$ cat config.mk
export PLATFORM = sky130hd
export DESIGN_NAME = suma_serial
export DESIGN_NICKNAME = d
export VERILOG_FILES = /design/src/rtl/suma_serial.sv
export SDC_FILE = /design/constraint.sdc
export NUM_CORES = 1
export LEC_CHECK = 0
export ABC_AREA = 0
export CAP_MARGIN = 20
export CORE_MARGIN = 10
export CORE_UTILIZATION = 45
export DETAILED_ROUTE_END_ITERATION = 7
export MAX_ROUTING_LAYER = met4
export PLACE_DENSITY = 0.7
export SYNTH_ARGS = -nofsm -noshare
export SYNTH_HDL_FRONTEND = slang
export SYNTH_SLANG_ARGS = --single-unit
$ cat constraint.sdc
create_clock -name clk -period 1.66 [get_ports clk]
set_clock_uncertainty 0.15 [all_clocks]
set_input_delay 0.415 -clock clk [delete_from_list [all_inputs] [get_ports clk]]
set_output_delay 0.415 -clock clk [all_outputs]
set_load 0.02 [all_outputs]
$ cat src/rtl/suma_serial.sv
// Bit-serial ripple adder: s = a + b, one bit per clock, LSB first.
// Optional signed-overflow output ovf when OVERFLOW_FLAG_EN is defined.
module suma_serial #(
    parameter int WIDTH = 8
) (
    input  logic             clk,
    input  logic             rst,
    input  logic             start,
    input  logic [WIDTH-1:0] a,
    input  logic [WIDTH-1:0] b,
    output logic             busy,
    output logic             done,
    output logic [WIDTH-1:0] s,
    output logic             cout
`ifdef OVERFLOW_FLAG_EN
    ,
    output logic             ovf
`endif
);

    localparam int CW = $clog2(WIDTH);

    typedef enum logic [1:0] {
        S_IDLE,
        S_RUN,
        S_DONE
    } state_t;

    state_t           state;
    logic [WIDTH-1:0] a_sh;
    logic [WIDTH-1:0] b_sh;
    logic [WIDTH-1:0] acc;
    logic             carry;
    logic [CW-1:0]    count;

    logic sum_bit;
    logic carry_nxt;

    // One full-adder slice, reused every cycle on the low bits.
    assign sum_bit   = a_sh[0] ^ b_sh[0] ^ carry;
    assign carry_nxt = (a_sh[0] & b_sh[0]) | (a_sh[0] & carry) | (b_sh[0] & carry);

    // Control FSM plus serial datapath; all outputs registered.
    always_ff @(posedge clk or posedge rst) begin
        if (rst) begin
            state <= S_IDLE;
            a_sh  <= '0;
            b_sh  <= '0;
            acc   <= '0;
            carry <= 1'b0;
            count <= '0;
            busy  <= 1'b0;
            done  <= 1'b0;
            s     <= '0;
            cout  <= 1'b0;
`ifdef OVERFLOW_FLAG_EN
            ovf   <= 1'b0;
`endif
        end else begin
            unique case (state)
                S_IDLE: begin
                    done <= 1'b0;
                    if (start) begin
                        a_sh  <= a;
                        b_sh  <= b;
                        acc   <= '0;
                        carry <= 1'b0;
                        count <= '0;
                        busy  <= 1'b1;
                        state <= S_RUN;
                    end
                end
                S_RUN: begin
                    acc   <= {sum_bit, acc[WIDTH-1:1]};
                    a_sh  <= a_sh >> 1;
                    b_sh  <= b_sh >> 1;
                    carry <= carry_nxt;
                    count <= count + CW'(1);
                    if (count == CW'(WIDTH - 1)) begin
                        s     <= {sum_bit, acc[WIDTH-1:1]};
                        cout  <= carry_nxt;
`ifdef OVERFLOW_FLAG_EN
                        // carry into MSB differs from carry out -> signed overflow
                        ovf   <= carry ^ carry_nxt;
`endif
                        busy  <= 1'b0;
                        done  <= 1'b1;
                        state <= S_DONE;
                    end
                end
                S_DONE: begin
                    done  <= 1'b0;
                    state <= S_IDLE;
                end
                default: begin
                    busy  <= 1'b0;
                    done  <= 1'b0;
                    state <= S_IDLE;
                end
            endcase
        end
    end

endmodule

==> GITHUB_STEP_SUMMARY <==
### Flow metrics

| Metric | Value |
|---|---|
| Result of the run | finished, final reports clean |
| Cell with the most instances after synthesis | dfrtp_1 |
| Number of design-rule violations left by the first detailed-router iteration | 92 |
| Max transition margin | 62.2% |
| Full die area | 6810 µm² |
| GRT overflow | 0 |
| Power share of the clock group | 20.1% |
| Utilization after layout | 60.5% |
| Count of distinct cell types in the synthesized netlist | 25 |
| Routed Wire Length | 3730 µm |
| Highest Clock Rate | 633 MHz |
| Row Count | 22 |
| Clock tree root buffer cell | clkbuf_8 |
| RD Place Congestion | 0.769 |
| Kind of critical path | reg2reg |
| Number of nets in the layout | 205 |
| Final Critical Period | 1.58 ns |
| Cell area after synthesis | 1760 µm² |
| Maxcap violations | 0 |
| Mean Syn Cell Area | 12.0 µm² |
| Via count | 1240 |
| R2R setup slack | 0.08 ns |
| Flip-flop and latch count after synthesis | 40 |
| Combinational Power Share | 39.3% |
| Half-perimeter wire length after placement | 2620 µm |
| P_sw | 1.46 mW |
| Clock insertion delay at the later pin of the skew report | 0.29 ns |
| Length in cells of the worst reg-to-reg path | 4 |
| Global-route wire length before repair | 6530 µm |
| Internal cell power | 2.72 mW |
| Cell types with the highest counts after synthesis | 40 x dfrtp_1, 16 x inv_1, 16 x nor2_1 |
| Crit path depth | 4 |
| Post-route insts no fill | 232 |
| Last element of the critical path | cout |
| Placement Setup Slack | -0.161 ns |
| Share of flip-flops with an asynchronous set or reset | 100% |
| Total power consumption of the routed design | 4.18 mW |
| Leakage dissipation | 1.06 nW |
| Post-CTS repair timing setup buffer count | 0 |
| TritonCTS buffer count | 5 |
| Synthesis area per yosys | 1760 µm² |
| Pin count of the biggest net entering global routing | 37 |
| Fraction of power consumed by sequential logic | 40.6% |
| Delay contributed by the slowest stage of the critical path | 0.40 ns |
| Share of synthesized area occupied by flip-flops and latches | 56.9% |
| First-pass detailed-route iteration total | 4 |
| Area of the core | 3720 µm² |
| Wire length per cell after detailed routing | 16.1 µm |
| Synthesis Warnings | 0 |
| Kind of cell adding the most delay to the critical path | adder cells |
| Worst IR Drop VDD | 0.000961 V |
| TritonCTS clock tree | yes |
| CTS HTree Levels | 2 |
| Final setup vio count | 0 |
| Number of nets in the synthesized netlist | 169 |
| Number of clock sinks | 40 |
| I/O pin count | 30 |
| Critical path cell sequence | ha_1 -> ha_2 -> nand2_4 -> mux2_1 |
| Number of antenna-violating nets in the routed design | 0 |
| Number of cells in Yosys stat | 147 |
| Die Span X | 82.5 µm |
| Vertical extent of the die | 82.5 µm |
| Final cycle utilization of the critical path | 95.2% |
| Setup repair after global routing missed its margin | false |
| Total of buffers placed on input and output ports | 29 |
| Post-synth tally of flip-flops with integrated enable | 0 |
| Combined buffer and inverter count along the critical path | 0 |
-- power by group through the flow --
stage | Combinational (mW) | Clock [mW] | Sequential, mW
after floorplan | 1.05 | 0 | 1.78
after global placement | 1.65 | 0 | 1.70
after detailed placement | 1.72 | 0 | 1.72
after CTS | 1.63 | 0.857 | 1.70
after global routing | 1.85 | 0.895 | 1.77
final | 1.64 | 0.840 | 1.70
-- per-layer routing --
metal  track usage [%]  routed length (µm)  vias to the layer above
met4              4.18                  34                        0
li1                  -                   -                      587
met2              18.7                1860                       26
met3              3.02                 135                        2
met1              16.2                1700                      625
met5                 -                   0                        -
-- what timing repair did --
action | in CTS | in global routing
hold buffers | 0 | 0
pin swaps | 0 | 1
gates resized | 11 | 2
setup endpoints to repair | 11 | 9
gates cloned | 0 | 1
-- cell type report --
cell class                 instances  area, µm²
inverter                          16       60.1
clock buffer                       6       82.6
timing repair buffer              38        357
fill                             328       1470
sequential                        40       1000
multi-input combinational         82        651
tap                               48       60.1
clock inverter                     2       38.8
-- stage by stage --
| stage | setup TNS [ns] | instance area (µm²) | hold WS [ns] |
|---|---|---|---|
| 4_1_cts | 0 | 2240 | 0.176 |
| 3_5_place_dp | -2.97 | 2130 | 0.331 |
| 2_1_floorplan | 0 | 1760 | 0.309 |
| 5_1_grt | 0 | 2250 | 0.194 |
| 6_report | 0 | 2250 | 0.180 |
| 3_3_place_gp | -1.97 | 2130 | 0.325 |
-- cells by family after synthesis --
| logic type | count (synthesis) | share of synthesized area [%] |
|---|---|---|
| AND-OR/OR-AND | 43 | 20.3 |
| flip-flops | 40 | 56.9 |
| buffers and inverters | 26 | 6.90 |
| AND/OR/NAND/NOR | 26 | 7.54 |
| multiplexers | 9 | 5.76 |
| adder cells (fa/ha/maj) | 3 | 2.56 |
layers.png
(6 px per µm) Only two layers are drawn.
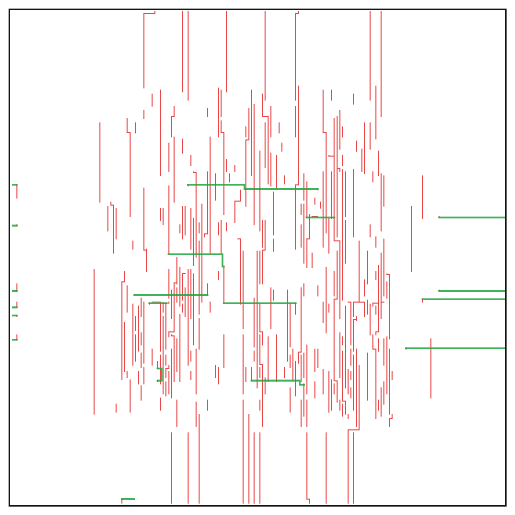
Green marks M3, wire length 136 µm. Red marks M2, wire length 1860 µm.

port_trees.png
(3 px per µm)
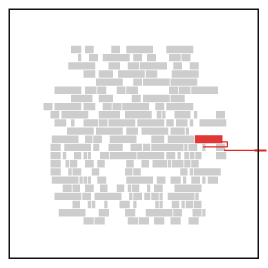
Red marks busy, bits 1, direction output, edge right, end cells 1, buffers 1, wire 22.5 µm.

No activity file was given, so power comes from the tool's default toggle rates.
